### The metal 3 layer, run 1

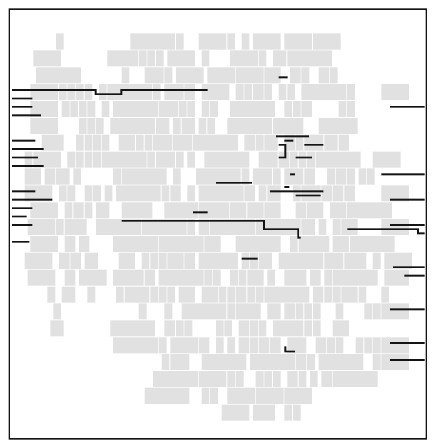
### Wiring heat map, run 1

Scale bar: 20 µm. 13 x 14 tiles, from white (low) to dark blue (high), scaled to the fullest tile. Values are wire area over tile area, all layers added.
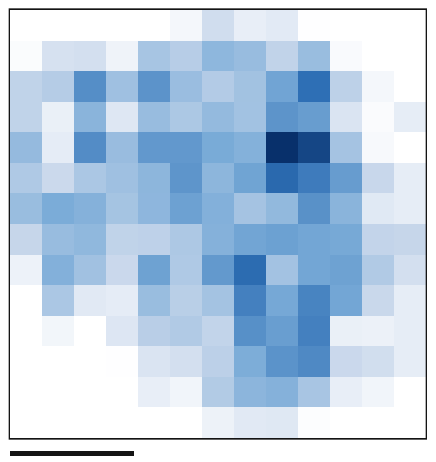
### Routed clock nets over the placement, run 1

Scale bar: 20 µm.
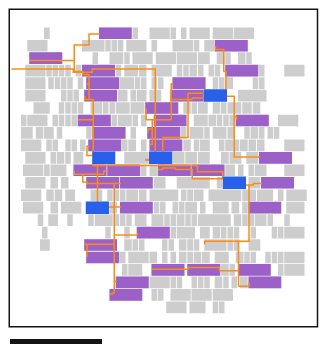
[config.mk]
export PLATFORM = sky130hd
export DESIGN_NAME = hazard_ctrl
export DESIGN_NICKNAME = d
export VERILOG_FILES = /design/src/rtl/scpu_pkg.sv /design/src/rtl/sat_counter.sv /design/src/rtl/hazard_ctrl.sv
export SDC_FILE = /design/constraint.sdc
export NUM_CORES = 1
export LEC_CHECK = 0
export ABC_AREA = 1
export CORE_AREA = 2 2 65 67
export DETAILED_ROUTE_END_ITERATION = 6
export DIE_AREA = 0 0 67 69
export GPL_TIMING_DRIVEN = 0
export PLACE_DENSITY = 0.82
export SKIP_CTS_REPAIR_TIMING = 1
export SYNTH_ARGS = -nofsm -noshare
export SYNTH_HDL_FRONTEND = slang
export SYNTH_SLANG_ARGS = --single-unit
[constraint.sdc]
create_clock -name clk -period 2.75 [get_ports clk]
set_clock_uncertainty 0.2 [all_clocks]
set_input_delay 0.55 -clock clk [delete_from_list [all_inputs] [get_ports clk]]
set_output_delay 0.55 -clock clk [all_outputs]
set_load 0.02 [all_outputs]
[src/rtl/scpu_pkg.sv]
// Shared definitions for the SCPU pipeline sequencer: opcodes, forwarding selects,
// shadow-stage metadata and the register-usage decoder.
package scpu_pkg;

  localparam logic [3:0] OP_NOP   = 4'h0;
  localparam logic [3:0] OP_ADD   = 4'h1;
  localparam logic [3:0] OP_SUB   = 4'h2;
  localparam logic [3:0] OP_NAND  = 4'h3;
  localparam logic [3:0] OP_SHL   = 4'h4;
  localparam logic [3:0] OP_SHR   = 4'h5;
  localparam logic [3:0] OP_OUT   = 4'h6;
  localparam logic [3:0] OP_IN    = 4'h7;
  localparam logic [3:0] OP_MOV   = 4'h8;
  localparam logic [3:0] OP_JMP   = 4'h9;
  localparam logic [3:0] OP_JZ    = 4'hA;
  localparam logic [3:0] OP_JC    = 4'hB;
  localparam logic [3:0] OP_LOAD  = 4'hC;
  localparam logic [3:0] OP_STORE = 4'hD;
  localparam logic [3:0] OP_RET   = 4'hE;

  localparam logic [1:0] FWD_RF   = 2'b00;
  localparam logic [1:0] FWD_EXDM = 2'b01;
  localparam logic [1:0] FWD_DMWB = 2'b10;

  typedef struct packed {
    logic       valid;
    logic       wr;
    logic       ld;
    logic [1:0] dst;
    logic [1:0] src_a;
    logic [1:0] src_b;
    logic       rd_a;
    logic       rd_b;
  } stage_t;

  typedef struct packed {
    logic wr;
    logic ld;
    logic rd_a;
    logic rd_b;
  } dec_t;

  function automatic dec_t decode(logic [3:0] op);
    dec_t d;
    d = '0;
    case (op)
      OP_ADD, OP_SUB, OP_NAND, OP_SHL, OP_SHR: begin
        d.wr   = 1'b1;
        d.rd_a = 1'b1;
        d.rd_b = 1'b1;
      end
      OP_IN:    d.wr = 1'b1;
      OP_MOV: begin
        d.wr   = 1'b1;
        d.rd_b = 1'b1;
      end
      OP_OUT:   d.rd_a = 1'b1;
      OP_LOAD: begin
        d.wr = 1'b1;
        d.ld = 1'b1;
      end
      OP_STORE: d.rd_a = 1'b1;
      default:  d = '0;
    endcase
    return d;
  endfunction

endpackage

[src/rtl/sat_counter.sv]
// Saturating up-counter with synchronous clear; output reads zero while clear is held.
module sat_counter #(
  parameter int unsigned CNT_W = 8
) (
  input  logic             clk,
  input  logic             clear,
  input  logic             inc,
  output logic [CNT_W-1:0] count
);

  logic [CNT_W-1:0] cnt_q;

  always_ff @(posedge clk) begin
    if (clear) begin
      cnt_q <= '0;
    end else if (inc && (cnt_q != {CNT_W{1'b1}})) begin
      cnt_q <= cnt_q + 1'b1;
    end
  end

  assign count = clear ? '0 : cnt_q;

endmodule

[src/rtl/hazard_ctrl.sv]
// SCPU 4-stage pipeline sequencer: load-use stall, branch flush, operand forwarding
// and writeback enable driven from a shadow pipeline of instruction metadata.
import scpu_pkg::*;

module hazard_ctrl #(
  parameter int unsigned LU_STALL = 1,
  parameter int unsigned CNT_W    = 8
) (
  input  logic             clk,
  input  logic             rst,
  input  logic [15:0]      id_ins,
  input  logic             br_taken,
  output logic             pc_we,
  output logic             ifid_we,
  output logic             ifid_flush,
  output logic             idex_bubble,
  output logic [1:0]       fwd_a_sel,
  output logic [1:0]       fwd_b_sel,
  output logic             wb_we,
  output logic [1:0]       wb_dst,
  output logic [CNT_W-1:0] stall_cnt,
  output logic [CNT_W-1:0] flush_cnt
);

  localparam logic [1:0] LuReload = 2'(LU_STALL - 1);

  stage_t     ex_q, dm_q, wb_q;
  stage_t     id_stage;
  dec_t       id_dec;
  logic [1:0] lu_cnt_q, lu_cnt_d;
  logic       lu_trig, stall, stall_inc, flush_inc;

  logic unused_bits;
  assign unused_bits = ^{id_ins[15:8], wb_q.ld, wb_q.src_a, wb_q.src_b, wb_q.rd_a, wb_q.rd_b,
                         dm_q.src_a, dm_q.src_b, dm_q.rd_a, dm_q.rd_b};

  // A load in EXE/DM has no data yet, so only non-load results forward from there.
  function automatic logic [1:0] fwd_sel(stage_t dm, stage_t wb, logic rd, logic [1:0] src);
    logic [1:0] sel;
    sel = FWD_RF;
    if (rd) begin
      if (dm.valid && dm.wr && !dm.ld && (dm.dst == src)) begin
        sel = FWD_EXDM;
      end else if (wb.valid && wb.wr && (wb.dst == src)) begin
        sel = FWD_DMWB;
      end
    end
    return sel;
  endfunction

  always_comb begin
    id_dec         = decode(id_ins[7:4]);
    id_stage       = '0;
    id_stage.valid = 1'b1;
    id_stage.wr    = id_dec.wr;
    id_stage.ld    = id_dec.ld;
    id_stage.dst   = id_ins[3:2];
    id_stage.src_a = id_ins[3:2];
    id_stage.src_b = id_ins[1:0];
    id_stage.rd_a  = id_dec.rd_a;
    id_stage.rd_b  = id_dec.rd_b;
  end

  always_comb begin
    lu_trig = ex_q.valid && ex_q.ld && ex_q.wr &&
              ((id_stage.rd_a && (id_stage.src_a == ex_q.dst)) ||
               (id_stage.rd_b && (id_stage.src_b == ex_q.dst)));
    stall   = lu_trig || (lu_cnt_q != 2'd0);

    pc_we       = 1'b1;
    ifid_we     = 1'b1;
    ifid_flush  = 1'b0;
    idex_bubble = 1'b0;
    stall_inc   = 1'b0;
    flush_inc   = 1'b0;
    fwd_a_sel   = fwd_sel(dm_q, wb_q, ex_q.rd_a, ex_q.src_a);
    fwd_b_sel   = fwd_sel(dm_q, wb_q, ex_q.rd_b, ex_q.src_b);
    wb_we       = wb_q.valid && wb_q.wr;
    wb_dst      = wb_q.dst;

    lu_cnt_d = lu_cnt_q;
    if (lu_trig) begin
      lu_cnt_d = LuReload;
    end else if (lu_cnt_q != 2'd0) begin
      lu_cnt_d = lu_cnt_q - 2'd1;
    end

    if (rst) begin
      pc_we       = 1'b0;
      ifid_we     = 1'b0;
      ifid_flush  = 1'b1;
      idex_bubble = 1'b1;
      fwd_a_sel   = FWD_RF;
      fwd_b_sel   = FWD_RF;
      wb_we       = 1'b0;
      wb_dst      = 2'd0;
    end else if (stall) begin
      // Stall outranks a taken branch; branch control re-asserts it afterwards.
      pc_we       = 1'b0;
      ifid_we     = 1'b0;
      idex_bubble = 1'b1;
      stall_inc   = 1'b1;
    end else if (br_taken) begin
      ifid_flush = 1'b1;
      flush_inc  = 1'b1;
    end
  end

  always_ff @(posedge clk) begin
    if (rst) begin
      ex_q     <= '0;
      dm_q     <= '0;
      wb_q     <= '0;
      lu_cnt_q <= 2'd0;
    end else begin
      ex_q     <= idex_bubble ? '0 : id_stage;
      dm_q     <= ex_q;
      wb_q     <= dm_q;
      lu_cnt_q <= lu_cnt_d;
    end
  end

  sat_counter #(
    .CNT_W(CNT_W)
  ) u_stall_cnt (
    .clk  (clk),
    .clear(rst),
    .inc  (stall_inc),
    .count(stall_cnt)
  );

  sat_counter #(
    .CNT_W(CNT_W)
  ) u_flush_cnt (
    .clk  (clk),
    .clear(rst),
    .inc  (flush_inc),
    .count(flush_cnt)
  );

endmodule

==> results.json, run 1 <==
{
  "status": "finished with violations",
  "violations": "setup timing",
  "hold_viol": 0,
  "r2r-end": "u_flush_cnt.cnt_q[5]",
  "whs_endpoint": "dm_q[9]",
  "worstPathMaxFanout": 9,
  "crit_type": "in2out",
  "io_pins": 46,
  "worstRegToRegCells": 10,
  "htreeDepth": 2,
  "max_slew_margin_pct": 78.0,
  "r2r_setup_slack_ns": 0.78,
  "fp_nets": 303,
  "drt-initial-drc-count": 214,
  "chipWidth_um": 67,
  "ys_sh_simple_pct": 38.4,
  "drt_pass1_iterations": 5,
  "hpwl_um": 3020,
  "synthDistinctLibCells": 31,
  "top_area_share_pct": 37.6,
  "antenna_found_initial": 0,
  "cp-start-kind": "input pin",
  "ff_type": "dfxtp_1",
  "viasPerCell": 4.91,
  "comb_area_mm2": 0.00100,
  "grt_max_degree": 11,
  "fmax_mhz": 361,
  "synth.avg_cell_area_um2": 6.82,
  "fillers": 310,
  "grt_overflow": 0,
  "antenna_cells": 0,
  "synthTopCellsByCount": "nor2_1 (62), nand2_1 (47), inv_1 (45)",
  "fin_crit_sh_pct": 101,
  "coreArea_mm2": 0.00391,
  "hold_path_depth": 2,
  "p_int_mw": 1.03,
  "cts_tree": "built",
  "synthTopCellsByArea": "dfxtp_1 (38%), nor2_1 (12%), nand2_1 (9.2%)",
  "r2r_start": "u_flush_cnt.cnt_q[0]",
  "fin_ws_ns": -0.0219,
  "ir_drop_uv": 313,
  "setup_violations": 1,
  "seqPwrFrac_pct": 42.6,
  "num_rows": 23,
  "ys_chip_area_mm2": 0.00192,
  "rsz0062_at_grt": "yes",
  "drc_errors": 0,
  "place_ws_ns": -0.730,
  "fin_crit_ns": 2.77,
  "dieArea_mm2": 0.00462,
  "drive_above_1_share_pct": 13.7,
  "required_ns": 2.00,
  "switching_share_pct": 32.9,
  "final_cell_area_mm2": 0.00266,
  "synthXorXnorAreaFrac_pct": 5.94,
  "final_nets": 357,
  "path_clk_slew_ns": 0.06,
  "top_area_cell": "dfxtp_1",
  "p_leak_nw": 1.62,
  "p_switching_mw": 0.503,
  "grt.total_usage_pct": 18.9,
  "crit_arrival_ns": 2.02,
  "worst_pin_slew_ns": 0.327,
  "worstHoldStart": "ex_q[9]",
  "combPwrFrac_pct": 31.8,
  "clockBufferDepth": 2,
  "hp-class": "reg2reg",
  "fp_util_pct": 49.0,
  "edf_count": 0,
  "wl_per_cell_um": 11.3,
  "adder_share_pct": 1.96,
  "drv_slew": 0,
  "postSynthCellCount": 281,
  "seqCellArea_um2": 721,
  "synth.comb.largest_family": "simple AND/OR/NAND/NOR gates",
  "syn_to_final_growth_pct": 38.6,
  "cp-end-kind": "output port",
  "most_common_cell": "nor2_1"
}
About 'The metal 3 layer':
- longest straight run: 22.8 µm
- share of all routed wire: 4.9%
- wire length on this layer: 211 µm
- main direction: horizontal

About 'Wiring heat map':
- emptiest ninth of the die: lower left
- tiles over half the peak: 20%
- mean over tiles: 0.15
- fullest tile: 0.52

About 'Routed clock nets over the placement':
- flip-flops: purple (count 36)
- clock drivers: blue (count 5)
- clock wires: orange (length 403 µm)
- routed clock nets: 6
clock insertion delay at the later pin of the skew report: 0.28 ns
clk pwr: 0.393 mW
clock share of power: 25.7%

run 1: per-stage QoR:
stage                     setup TNS (ns)  util (%)  hold WS (ns)  instances  total power, mW
after floorplan                        0         -         0.211        281            0.963
after CTS                         -12.94      62.5         0.233        375             1.49
final                            -0.0219      67.9         0.234        385             1.53
after detailed placement          -12.66      60.0         0.222        368             1.10
after global placement            -12.19      60.0         0.220        368             1.08
after global routing             -0.0970      67.9         0.244        385             1.62
run 1: routing by layer:
metal / routed length [µm] / up-vias / part of all wire, % / track usage [%]
met1: 1830 / 859 / 42 / 22.3
met5: 0 / - / 0 / 0
met4: 42 / 0 / 0.97 / 7.48
met2: 2260 / 50 / 52 / 32.6
li1: - / 976 / - / -
met3: 211 / 6 / 4.9 / 4.08
run 1: power groups by stage:
stage / clock network (mW) / registers, mW / logic, mW
after global routing: 0.417 / 0.661 / 0.540
after floorplan: 0 / 0.650 / 0.312
after CTS: 0.399 / 0.651 / 0.443
after detailed placement: 0 / 0.662 / 0.436
after global placement: 0 / 0.659 / 0.424
final: 0.393 / 0.651 / 0.486
run 1: worst max-delay path, cell delays in order:
cell,delay [ns]
clkdlybuf4s50_1,0.48
inv_1,0.05
nand2_1,0.05
nand2_1,0.05
nor2_1,0.10
nand2_1,0.07
nand2_2,0.08
nand2_4,0.08
nand3_4,0.13
inv_1,0.06
buf_4,0.12
dlymetal6s2s_1,0.20
run 1: layout by cell type (no fill, tap or decap), types with 2 or more instances in the layout:
cell type	netlist	layout
nand4_1	9	9
inv_1	45	44
buf_4	2	11
nor3_1	5	5
inv_2	2	3
dlymetal6s2s_1	0	32
o21ai_1	3	3
a21oi_1	9	9
nor2_2	1	2
nand3_1	20	20
ha_1	3	3
clkbuf_2	0	2
nand2_1	47	47
dfxtp_1	36	36
clkbuf_8	0	7
xnor2_1	5	5
clkdlybuf4s50_1	0	3
nand3_4	2	2
nand2_2	3	2
clkbuf_4	0	4
nor2_1	62	61
xor2_1	8	8
nor3b_1	2	2
run 1: sequential cells by signal, indices dropped and copies added, names as in the netlist:
signal and count:
lu_cnt_q 2, ex_q 9, wb_q 4, dm_q 5, u_stall_cnt.cnt_q 8, u_flush_cnt.cnt_q 8
run 1: area by class of cell:
type | instances | area share, %
tap | 50 | 2.36
buffer | 7 | 1.79
sequential | 36 | 27.1
multi-input combinational | 189 | 37.8
inverter | 48 | 6.92
timing repair buffer | 48 | 20.4
clock buffer | 7 | 3.63
run 1: worst max-delay path by stage:
stage | cells past startpoint | start | endpoint | slack [ns]
after floorplan | 11 | id_ins[5] | pc_we | 0.33
after global placement | 12 | id_ins[6] | pc_we | -0.69
after detailed placement | 12 | id_ins[6] | pc_we | -0.73
after CTS | 12 | id_ins[6] | pc_we | -0.73
after global routing | 12 | id_ins[2] | pc_we | -0.1
final | 12 | id_ins[2] | pc_we | -0.02
run 1: kinds of logic after synthesis:
kind of cell,Yosys count
simple gates,157
buf+inv,56
flops,36
compound gates,16
xor+xnor,13
fa+ha+maj,3
## Run 2: what changed since run 1
Clock period 2.75 ns to 3.55 ns, I/O delays scaled along.
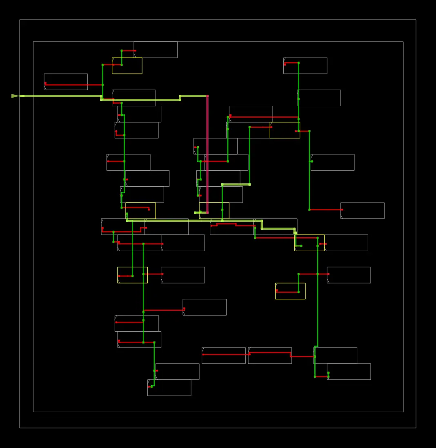
*Clock wiring as the flow saved it, run 2*
clock sink total: 36
Flop Count: 36
clk pwr: 0.304 mW

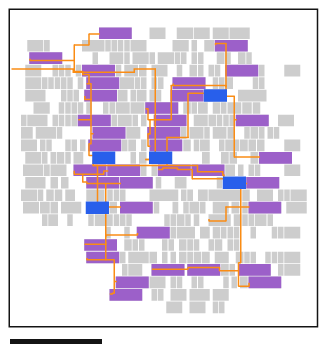
*Routed clock nets over the placement, run 2*
Scale bar: 20 µm.
- clock wires: orange (length 403 µm)
- clock drivers: blue (count 5)
- flip-flops: purple (count 36)
- routed clock nets: 6

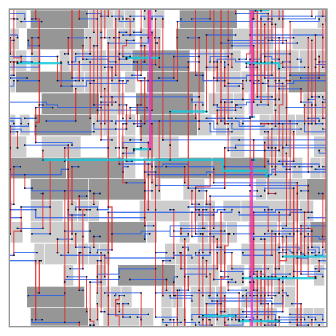
*Zoomed window, run 2*
Window x 14 to 54, y 14 to 54 µm. Cells in gray, sequential cells in the stronger gray; small squares are vias.
- metal 4: magenta
- metal 2: red
- metal 1: blue
- metal 3: cyan
- cells with their middle in the window: 172
- sequential cells in the window: 22
- netlist names of flops here include: ex_q (8), u_stall_cnt.cnt_q (5), dm_q (4)
- most frequent: nor2_1 (33), nand2_1 (27)

==> run 2 against run 1 <==
  * The run now ends clean
  * Utilization shrank 4.8 points
  * Wire length shrank 7.4%
  * First-iteration DRC count is 7.5% lower
  * Synthesized area did not move
  * Via count is 3.3% lower
  * Sequential power decreased by 22%
  * Worst hold slack worse by 0.0040 ns
  * Cell area fell by 7.1%
  * Sequential share of layout area increased by 2.1 points
  * Worst setup slack better by 0.17 ns
  * Non-clock buffer count is 10 lower
  * Largest power group unchanged
  * Highest routed layer unchanged
==> results.json, run 2 <==
{
  "ys_chip_area_mm2": 0.00192,
  "rsz0062_at_grt": "no",
  "cp-end-kind": "output port",
  "cp-start-kind": "input pin",
  "met3_usage_pct": 4.08,
  "dieArea_mm2": 0.00462,
  "drv_slew": 0,
  "max_slew_margin_pct": 65.7,
  "top_area_share_pct": 37.6,
  "p_leak_nw": 1.12,
  "clockBufferDepth": 2,
  "cts_tree": "built",
  "met1_usage_pct": 22.3,
  "lay_top_cells": "nor2_1 (62), nand2_1 (47), inv_1 (45)",
  "layout.cells.non_filler": 375,
  "htreeDepth": 2,
  "ir_drop_uv": 240,
  "crit_type": "in2out",
  "drt-initial-drc-count": 198,
  "max_stage_delay_ns": 0.55,
  "antenna_cells": 0,
  "fmax_mhz": 294,
  "antenna_found_initial": 0,
  "viasPerCell": 4.88,
  "worstPathMaxFanout": 10,
  "coreArea_mm2": 0.00391,
  "top_regs": "ex_q (9), u_flush_cnt.cnt_q (8), u_stall_cnt.cnt_q (8)",
  "final_nets": 347,
  "path_clk_slew_ns": 0.07,
  "crit_chain": "clkdlybuf4s50_1 -> clkbuf_2 -> clkbuf_1 -> nor2_1 -> clkdlybuf4s50_1",
  "final_cell_area_mm2": 0.00247,
  "chipWidth_um": 67,
  "timing.hold.ws_ns": 0.230,
  "worst_pin_slew_ns": 0.515,
  "postSynthCellCount": 281,
  "fin_crit_ns": 3.41,
  "status": "finished, final reports clean",
  "required_ns": 2.64,
  "edf_count": 0
}
==> run 2: cells by family (layout without fill, tap and decap cells) <==
| logic type | Yosys count | in the layout | synth area share [%] |
|---|---|---|---|
| flops | 36 | 36 | 37.6 |
| buf+inv | 56 | 100 | 11.4 |
| simple gates | 157 | 157 | 38.4 |
| compound gates | 16 | 16 | 4.63 |
| xor+xnor | 13 | 13 | 5.94 |
| fa+ha+maj | 3 | 3 | 1.96 |
==> run 2: worst max-delay path: cells and delay by family <==
| family | cells | cell delay [ns] |
|---|---|---|
| buffers and inverters | 4 | 1.67 |
| AND/OR/NAND/NOR | 1 | 0.11 |
==> run 2: layout make-up <==
type,count,area [µm²]
buffer,8,46.3
clock buffer,7,96.3
fill,357,1450
inverter,48,180
multi-input combinational,189,977
sequential,36,721
tap,50,62.6
timing repair buffer,37,385
==> run 2: layer usage <==
| metal | routed length [µm] | part of all wire (%) |
|---|---|---|
| met5 | 0 | 0 |
| met4 | 65 | 1.6 |
| met3 | 209 | 5.2 |
| met2 | 2000 | 50 |
| met1 | 1740 | 43 |
==> run 2: worst paths after layout <==
| path | start | slack, ns | cells after the start | endpoint |
|---|---|---|---|---|
| worst max-delay path | rst | 0.14 | 5 | stall_cnt[4] |
| worst min-delay path | dm_q[9] | 0.23 | 2 | wb_q[9] |
| worst max register to register | u_flush_cnt.cnt_q[0] | 1.63 | 10 | u_flush_cnt.cnt_q[5] |
| worst min register to register | dm_q[9] | 0.23 | 2 | wb_q[9] |
==> run 2: where the power goes <==
part,internal (mW),switching [mW]
logic,0.140,0.199
registers,0.461,0.0438
clock network,0.173,0.131
total,0.774,0.374
Power is estimated from default activity; no workload was simulated.
